<file path="src/rtl/lidar_uart_pkg.sv">
// Shared types and constants for the LiDAR UART frame transmitter.
// Holds the serialiser FSM states, default header and 8N1 framing constants.
package lidar_uart_pkg;

    typedef enum logic [1:0] {
        IDLE,
        START,
        DATA,
        STOP
    } uart_state_e;

    localparam logic [15:0] LIDAR_HEADER = 16'h55AA;
    localparam int UART_DATA_BITS = 8;
    localparam int UART_STOP_BITS = 1;

    function automatic int frame_bytes(input int payload_bytes, input bit csum_en);
        return 2 + payload_bytes + (csum_en ? 1 : 0);
    endfunction

endpackage

</file>
<file path="src/rtl/byte_if.sv">
// Byte-level valid/ready handshake between the frame sequencer and serialiser.
// The source holds data stable while valid is high and ready is low.
interface byte_if;
    logic       valid;
    logic       ready;
    logic [7:0] data;

    modport src (output valid, output data, input ready);
    modport snk (input valid, input data, output ready);
endinterface

</file>
<file path="src/rtl/uart_byte_tx.sv">
// 8N1 byte serialiser with bit timer and registered txd.
// Accepts the next byte in the last stop-bit cycle so frames have no gaps.
module uart_byte_tx
    import lidar_uart_pkg::*;
#(
    parameter int CLKS_PER_BIT = 868
) (
    input  logic  clock,
    input  logic  reset,
    byte_if.snk   byte_in,
    output logic  txd,
    output logic  done
);

    localparam int TW = $clog2(CLKS_PER_BIT);
    localparam logic [TW-1:0] TMAX = TW'(CLKS_PER_BIT - 1);
    localparam logic [2:0] LAST_BIT = 3'(UART_DATA_BITS - 1);

    if (CLKS_PER_BIT < 2) begin : g_bad_clks
        $error("uart_byte_tx: CLKS_PER_BIT must be >= 2");
    end

    uart_state_e   state, state_n;
    logic [TW-1:0] tmr, tmr_n;
    logic [2:0]    idx, idx_n;
    logic [7:0]    sh, sh_n;
    logic          txd_n;
    logic          tmr_end;

    assign tmr_end = (tmr == TMAX);
    assign byte_in.ready = (state == IDLE) || (state == STOP && tmr_end);

    always_comb begin
        state_n = state;
        tmr_n   = tmr + 1'b1;
        idx_n   = idx;
        sh_n    = sh;
        txd_n   = txd;
        done    = 1'b0;
        unique case (state)
            IDLE: begin
                tmr_n = '0;
                if (byte_in.valid) begin
                    state_n = START;
                    sh_n    = byte_in.data;
                    txd_n   = 1'b0;
                end
            end
            START: begin
                if (tmr_end) begin
                    state_n = DATA;
                    tmr_n   = '0;
                    idx_n   = '0;
                    txd_n   = sh[0];
                end
            end
            DATA: begin
                if (tmr_end) begin
                    tmr_n = '0;
                    if (idx == LAST_BIT) begin
                        state_n = STOP;
                        txd_n   = 1'b1;
                    end else begin
                        idx_n = idx + 1'b1;
                        sh_n  = sh >> 1;
                        txd_n = sh[1];
                    end
                end
            end
            STOP: begin
                if (tmr_end) begin
                    tmr_n = '0;
                    if (byte_in.valid) begin
                        state_n = START;
                        sh_n    = byte_in.data;
                        txd_n   = 1'b0;
                    end else begin
                        state_n = IDLE;
                        txd_n   = 1'b1;
                        done    = 1'b1;
                    end
                end
            end
            default: state_n = IDLE;
        endcase
    end

    always_ff @(posedge clock) begin
        if (!reset) begin
            state <= IDLE;
            tmr   <= '0;
            idx   <= '0;
            sh    <= '0;
            txd   <= 1'b1;
        end else begin
            state <= state_n;
            tmr   <= tmr_n;
            idx   <= idx_n;
            sh    <= sh_n;
            txd   <= txd_n;
        end
    end

endmodule

</file>
<file path="src/rtl/lidar_frame_tx.sv">
// LiDAR frame transmitter: header, payload (MSB byte first), optional XOR checksum.
// Sequences bytes into uart_byte_tx; all handshake/status outputs are registered.
module lidar_frame_tx
    import lidar_uart_pkg::*;
#(
    parameter int          CLKS_PER_BIT  = 868,
    parameter int          PAYLOAD_BYTES = 6,
    parameter logic [15:0] HEADER        = LIDAR_HEADER,
    parameter bit          CHECKSUM_EN   = 1'b1
) (
    input  logic                       clock,
    input  logic                       reset,
    input  logic                       frame_valid,
    output logic                       frame_ready,
    input  logic [8*PAYLOAD_BYTES-1:0] payload,
    output logic                       txd,
    output logic                       tx_busy,
    output logic                       frame_done
);

    localparam int PW = 8 * PAYLOAD_BYTES;
    localparam int NB = frame_bytes(PAYLOAD_BYTES, CHECKSUM_EN);
    localparam int IW = $clog2(NB + 1);
    localparam logic [IW-1:0] ONE      = IW'(1);
    localparam logic [IW-1:0] LAST_PAY = IW'(PAYLOAD_BYTES + 1);
    localparam logic [IW-1:0] N_BYTES  = IW'(NB);

    if (CLKS_PER_BIT < 2) begin : g_bad_clks
        $error("lidar_frame_tx: CLKS_PER_BIT must be >= 2");
    end
    if (PAYLOAD_BYTES < 1 || PAYLOAD_BYTES > 32) begin : g_bad_len
        $error("lidar_frame_tx: PAYLOAD_BYTES must be in 1..32");
    end

    byte_if bus ();

    logic [IW-1:0] idx;
    logic [PW-1:0] pay_q;
    logic [7:0]    csum;
    logic          accept;
    logic          more;
    logic          fire;
    logic          done;
    logic          busy_n;

    assign accept    = frame_valid & frame_ready;
    assign more      = tx_busy & (idx < N_BYTES);
    assign fire      = more & bus.ready;
    assign bus.valid = accept | more;
    assign busy_n    = accept | (tx_busy & ~done);

    // idx counts bytes already handed to the serialiser
    always_comb begin
        bus.data = HEADER[15:8];
        unique case (1'b1)
            !tx_busy:
                bus.data = HEADER[15:8];
            tx_busy && idx == ONE:
                bus.data = HEADER[7:0];
            tx_busy && idx > ONE && idx <= LAST_PAY:
                bus.data = pay_q[PW-1 -: 8];
            default:
                bus.data = csum;
        endcase
    end

    uart_byte_tx #(
        .CLKS_PER_BIT(CLKS_PER_BIT)
    ) u_byte (
        .clock   (clock),
        .reset   (reset),
        .byte_in (bus),
        .txd     (txd),
        .done    (done)
    );

    always_ff @(posedge clock) begin
        if (!reset) begin
            tx_busy     <= 1'b0;
            frame_ready <= 1'b0;
            frame_done  <= 1'b0;
            idx         <= '0;
            pay_q       <= '0;
            csum        <= '0;
        end else begin
            tx_busy     <= busy_n;
            frame_ready <= ~busy_n;
            frame_done  <= done;
            if (accept) begin
                idx   <= ONE;
                pay_q <= payload;
                csum  <= HEADER[15:8];
            end else if (fire) begin
                idx  <= idx + ONE;
                csum <= csum ^ bus.data;
                if (idx > ONE) begin
                    pay_q <= pay_q << 8;
                end
            end
        end
    end

endmodule

</file>
<file path="config.mk">
export PLATFORM = sky130hd
export DESIGN_NAME = lidar_frame_tx
export DESIGN_NICKNAME = d
export VERILOG_FILES = /design/src/rtl/lidar_uart_pkg.sv /design/src/rtl/byte_if.sv /design/src/rtl/uart_byte_tx.sv /design/src/rtl/lidar_frame_tx.sv
export SDC_FILE = /design/constraint.sdc
export NUM_CORES = 1
export LEC_CHECK = 0
export ABC_AREA = 1
export CAP_MARGIN = 20
export CORE_MARGIN = 2
export CORE_UTILIZATION = 50
export CTS_CLUSTER_SIZE = 20
export DETAILED_ROUTE_END_ITERATION = 12
export PLACE_DENSITY = 0.81
export SYNTH_ARGS = -nofsm -noshare
export SYNTH_HDL_FRONTEND = slang
export SYNTH_SLANG_ARGS = --single-unit
</file>
<file path="constraint.sdc">
create_clock -name clock -period 3.05 [get_ports clock]
set_input_delay 0.4575 -clock clock [delete_from_list [all_inputs] [get_ports clock]]
set_output_delay 0.4575 -clock clock [all_outputs]
set_load 0.01 [all_outputs]
</file>
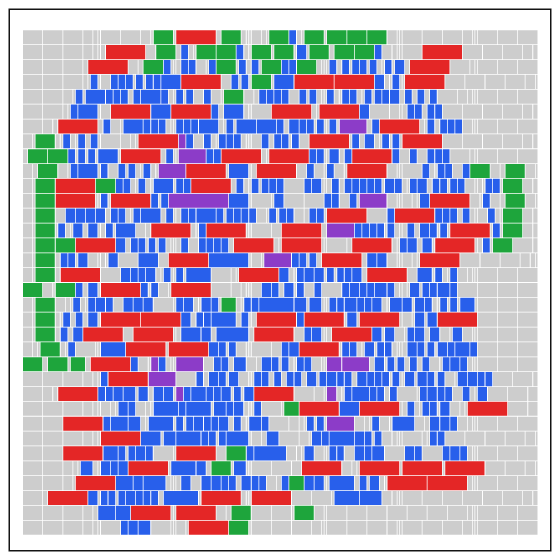
Fig. 1. Cells colored by class (run 1).
Fill, decap, tap and diode cells in gray.
- clock drivers and dummy loads: purple (cells 16)
- remaining logic cells: blue (cells 536)
- registers: red (cells 87)
- remaining buffers and delay cells: green (cells 58)
Core Footprint: 0.00872 sq mm
final core occ: 0.598
design area: 0.00522 sq mm

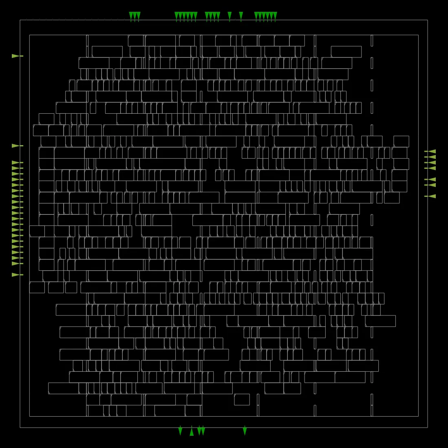
Fig. 2. Cell outlines without signal wires (run 1).
Seq/total area: 0.334
well-tap cell count: 108
FF+latch count: 87
Fillers: 813
fin cells: 805

==> Changelog: implementation, run 1 <==
## Implementation

* Final Setup Violations at 0
* Final Slew Violations at 0
* Comb area at 0.00242 sq mm
* RSZ-0062 raised after global routing: false
* TritonCTS clock tree: yes
* Vias per inst at 5.15
* Top post-synthesis cells by count: nand2_1 (191), nor2_1 (122), dfxtp_1 (87), nand3_1 (46), inv_1 (35)
* Yosys xor share at 0.00584
* Sw Share at 0.349
* Area grow syn2layout at 16.0%
* Worst-path clk slew at 0.08 ns
* Clock buffer count in the final layout at 13
* CP Class: reg -> reg
* DR iter-0 viols at 229
* Mi-comb count at 494
* Post-route ant nets at 0
* Routed wl met2 at 4840 um
* Clk cell area share at 0.0367
* Dpl cell area at 0.00502 sq mm
* Fin crit period at 2.36 ns
* Max Cap Viol at 0
* Commonest flop: dfxtp_1
* Dpl ws at 0.755 ns
* Gr usage total at 0.207
* Vias in the first global route at 3,983
* Worst Setup EP: u_byte.sh[3]
* Setup crit start: u_byte.state[0]
* NetSw at 1.10 mW
* Late-Pin Clk Latency at 0.35 ns
* Biggest area consumer among synthesized cells: dfxtp_1
* First-pass DRT Iterations at 5
* # Cells Yosys at 654
* Pwr/cell area at 604 mW/mm^2
* Synth top area cells: dfxtp_1 (39%), nand2_1 (16%), nor2_1 (10%), nand3_1 (5.1%), nand3_2 (4.9%)
* Post-Synth AOI/OAI Area at 0.0896
* Setup TNS at 0 ns
* FMAX at 424 MHz
* Post-synthesis instance total at 654
* Placed insts at 789
* Crit Path Max Fanout at 21
* Clock share of power at 0.250
* Antenna violations before repair at 0
* PostCTS Resize Cnt at 0
* Met2 Use GR at 0.375
* Tool Warnings at 32
* Hold Crit Class: reg -> reg
* Post-synth ARST share at 0
* Final wirelength at 9690 um
* Endpoint class of the critical path: flip-flop
* Post-layout period usage at 0.774
* Worst-case reg-to-reg path depth at 9
* Worst hold margin at 0.454 ns
* Signal buffers at 58
* Final nets at 754
* Post-Syn Area at 0.00450 sq mm
* Yosys adder share at 0.0306
* Most numerous logic cells after layout: nand2_1 (190), nor2_1 (122), dfxtp_1 (87)
* GPL Wtd Cong at 0.887
* Unique cell types at 37
* Non-clk buf share at 0.109
* Flop2flop setup slack at 0.69 ns
* Largest net degree at the start of global routing at 74
* Clk sinks at 87
* Status: completed
* Startpoint type of the worst setup path: flip-flop
* First-pass GRT wire length at 16,900 um
* Floorplan Nets at 716
* LEAKAGE at 2.16 nW
* Worst endpoint required time at 3.29 ns
* WP data arrival at 2.60 ns
* Multiplexer share at 0
* Core Density at Floorplan at 0.516
* Post-CTS Setup Repair Bufs at 0
* CTS root buf: clkbuf_8
* DRT met1 WL at 4320 um
* Hold Path Sink: u_byte.tmr[0]
* Final worst slack at 0.689 ns
* # diodes at 0
* RR Startpoint: u_byte.state[0]
* Worst Clk Skew at 0.00734 ns
* Inverters at 42
* Most instantiated logic cell after routing: nand2_1
* Synth warn at 0
* Final hold vios at 0
* H-tree depth at 3
* Top Layer Used: met4
* Most used routing layer: met2
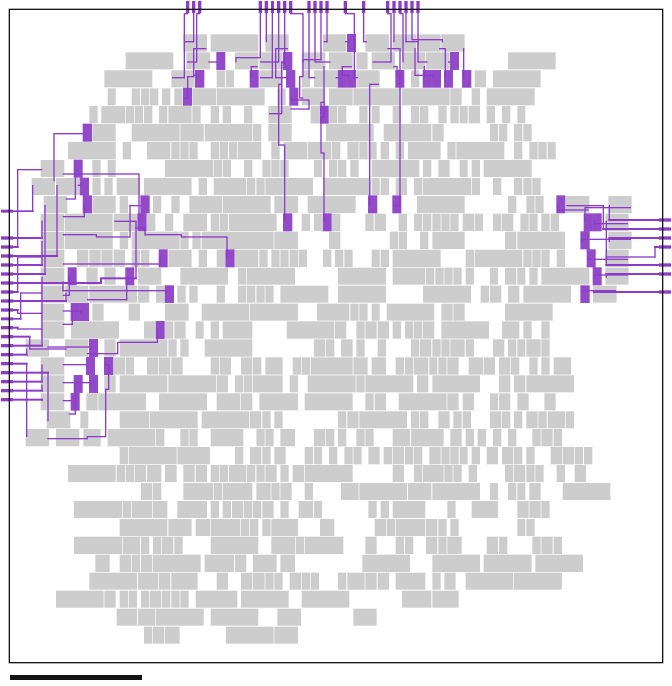
Fig. 3. I/O nets highlighted (run 1).
The bar under the picture is 20 um long.
- `payload`: purple (bits 48; direction input; edge 21 top, 20 left, 7 right; end cells 48; buffers 48; wire 870 um)
# IOs: 55
port bufs: 54

run 1: critical path, cell delays in order, from the launching register on:
cell	delay [ns]
dfxtp_1	0.37
inv_1	0.13
ha_1	0.63
inv_1	0.19
nor2_1	0.17
nand2_1	0.11
a21oi_4	0.35
nand2_1	0.09
nor2_1	0.15
nor2_1	0.06
run 1: flip-flops by register name (all words and copies together) (netlist names):
signal,count
pay_q,48
u_byte.tmr,10
csum,8
u_byte.sh,8
idx,4
u_byte.idx,3
u_byte.state,2
frame_done,1
frame_ready,1
tx_busy,1
u_byte.txd,1
run 1: power by group through the flow:
stage	registers [mW]	clock network [mW]	logic, mW
after global routing	1.41	0.849	1.11
final	1.39	0.787	0.975
after CTS	1.39	0.799	0.975
after global placement	1.40	0	0.927
after floorplan	1.39	0	0.771
after detailed placement	1.41	0	0.967
==> run 2: changes to the inputs <==
--- a/config.mk
+++ b/config.mk
@@ -11,7 +11,7 @@
 export CORE_UTILIZATION = 50
 export CTS_CLUSTER_SIZE = 20
 export DETAILED_ROUTE_END_ITERATION = 12
-export PLACE_DENSITY = 0.81
+export PLACE_DENSITY = 0.84
 export SYNTH_ARGS = -nofsm -noshare
 export SYNTH_HDL_FRONTEND = slang
 export SYNTH_SLANG_ARGS = --single-unit
==> constraint.sdc (replaced) <==
create_clock -name clock -period 2 [get_ports clock]
set_input_delay 0.3 -clock clock [delete_from_list [all_inputs] [get_ports clock]]
set_output_delay 0.3 -clock clock [all_outputs]
set_load 0.01 [all_outputs]
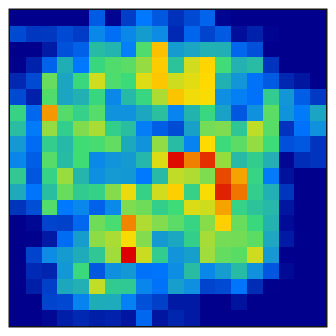
Fig. 4. Wiring heat map (run 2).
20 x 20 tiles, from dark blue (low) to red (high), scaled to the fullest tile. Values are wire area over tile area, all layers added.
- tiles over half the peak: 23%
- densest ninth of the die: center
- mean over tiles: 0.17
- fullest tile: 0.53
- nearly empty tiles: 19%
wire length per cell: 12.3 um
via count: 4,258
final wirelength: 10,100 um
gr usage total: 0.208

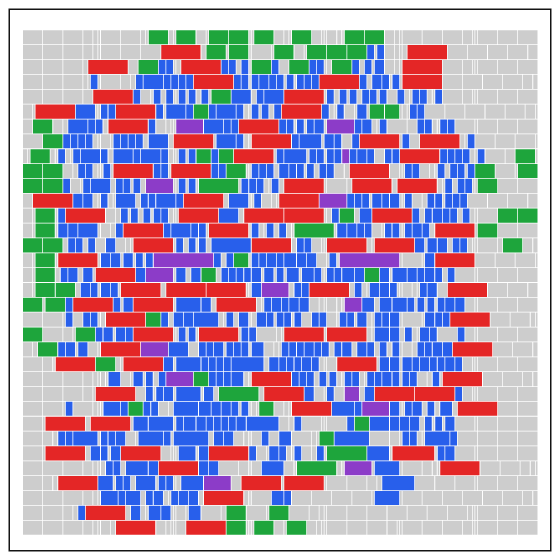
Fig. 5. Cells colored by class (run 2).
Fill, decap, tap and diode cells in gray.
- clock drivers and dummy loads: purple (cells 16)
- remaining logic cells: blue (cells 538)
- registers: red (cells 87)
- remaining buffers and delay cells: green (cells 74)

==> run 2 against run 1 <==
Core utilization increased by 3.0 points. Combinational power increased by 68%. Register-to-register slack worse by 0.52 ns. Area after synthesis did not move. Final cell count rose by 2.2%.
==> Changelog: implementation, run 2 <==
## Implementation

* Inverters at 42 (unchanged)
* Endpoint class of the critical path: flip-flop (unchanged)
* Final core occ at 0.628 (was 0.598)
* Post-Synth AOI/OAI Area at 0.0896 (unchanged)
* H-tree depth at 3 (unchanged)
* Floorplan Nets at 716 (unchanged)
* # Cells Yosys at 654 (unchanged)
* Antenna violations before repair at 0 (unchanged)
* Worst hold margin at 0.456 ns (was 0.454 ns)
* Signal buffers at 74 (was 58)
* Mi-comb count at 496 (was 494)
* Top reg by flops: pay_q (unchanged)
* Crit path max-delay cell type: dfxtp_1 (was ha_1)
* Final Setup Violations at 0 (unchanged)
* Fillers at 709 (was 813)
* Pwr/cell area at 945 mW/mm^2 (was 604 mW/mm^2)
* Seq/total area at 0.318 (was 0.334)
* Worst endpoint required time at 2.26 ns (was 3.29 ns)
* Post-Syn Area at 0.00450 sq mm (unchanged)
* PostCTS Resize Cnt at 0 (unchanged)
* Dpl ws at 0.112 ns (was 0.755 ns)
* Crit path max-delay family: simple AND/OR/NAND/NOR gates (was adder cells)
* WP data arrival at 2.09 ns (was 2.60 ns)
* Synth warn at 0 (unchanged)
* Yosys xor share at 0.00584 (unchanged)
* Fin cells at 823 (was 805)
* Unique cell types at 37 (unchanged)
* CP cell instances: inv_1 > ha_1 > o21ai_4 > nand2_2 > nand3_1 > inv_1 > nand2_1 > a21oi_1 > nor2_1 > nor2_1 (was inv_1 > ha_1 > inv_1 > nor2_1 > nand2_1 > a21oi_4 > nand2_1 > nor2_1 > nor2_1)
* Met2 Use GR at 0.361 (was 0.375)
* Max Cap Viol at 0 (unchanged)
* FF+latch count at 87 (unchanged)
* Placed insts at 800 (was 789)
* Most numerous logic cells after layout: nand2_1 (189), nor2_1 (122), dfxtp_1 (86) (was nand2_1 (190), nor2_1 (122), dfxtp_1 (87))
* Core Footprint at 0.00872 sq mm (unchanged)
* Fin crit period at 1.83 ns (was 2.36 ns)
* Final worst slack at 0.167 ns (was 0.689 ns)
* CTS root buf: clkbuf_8 (unchanged)
* Worst Clk Skew at 0.00509 ns (was 0.00734 ns)
* Setup TNS at 0 ns (unchanged)
* Clock buffer count in the final layout at 12 (was 13)
* Vias per inst at 5.17 (was 5.15)
* Well-tap cell count at 108 (unchanged)
* Post-layout period usage at 0.917 (was 0.774)
* First-pass GRT wire length at 16,900 um (unchanged)
* Comb area at 0.00245 sq mm (was 0.00242 sq mm)
* Max FFs per register at 48 (unchanged)
* Design area at 0.00548 sq mm (was 0.00522 sq mm)
* TritonCTS clock tree: yes (unchanged)
* Port bufs at 54 (unchanged)
* Multiplexer share at 0 (unchanged)
* Biggest regs: pay_q (48), u_byte.tmr (10) (unchanged)
* Status: completed (unchanged)
* Vias in the first global route at 3,970 (was 3,983)
* Most used routing layer: met2 (unchanged)
* Startpoint type of the worst setup path: flip-flop (unchanged)
* Max incr delay on CP at 0.37 ns (was 0.63 ns)
* LEAKAGE at 2.29 nW (was 2.16 nW)
* Largest net degree at the start of global routing at 56 (was 74)
* Crit Path Max Fanout at 8 (was 21)
* Area grow syn2layout at 21.8% (was 16.0%)
run 2: worst paths after layout:
| kind | startpoint | to | slack [ns] | cells after the start |
|---|---|---|---|---|
| max reg2reg | idx[1] | u_byte.sh[1] | 0.17 | 10 |
| min | u_byte.tmr[0] | u_byte.tmr[0] | 0.46 | 1 |
| max | idx[1] | u_byte.sh[1] | 0.17 | 10 |
| min reg2reg | u_byte.tmr[0] | u_byte.tmr[0] | 0.46 | 1 |
run 2: power by group:
group / internal, mW / total (mW) / switching, mW / leakage (nW)
Clock: 0.778 / 1.42 / 0.645 / 0.113
Sequential: 1.97 / 2.12 / 0.148 / 0.713
Combinational: 0.661 / 1.64 / 0.978 / 1.47
Power and IR drop assume default switching activity.
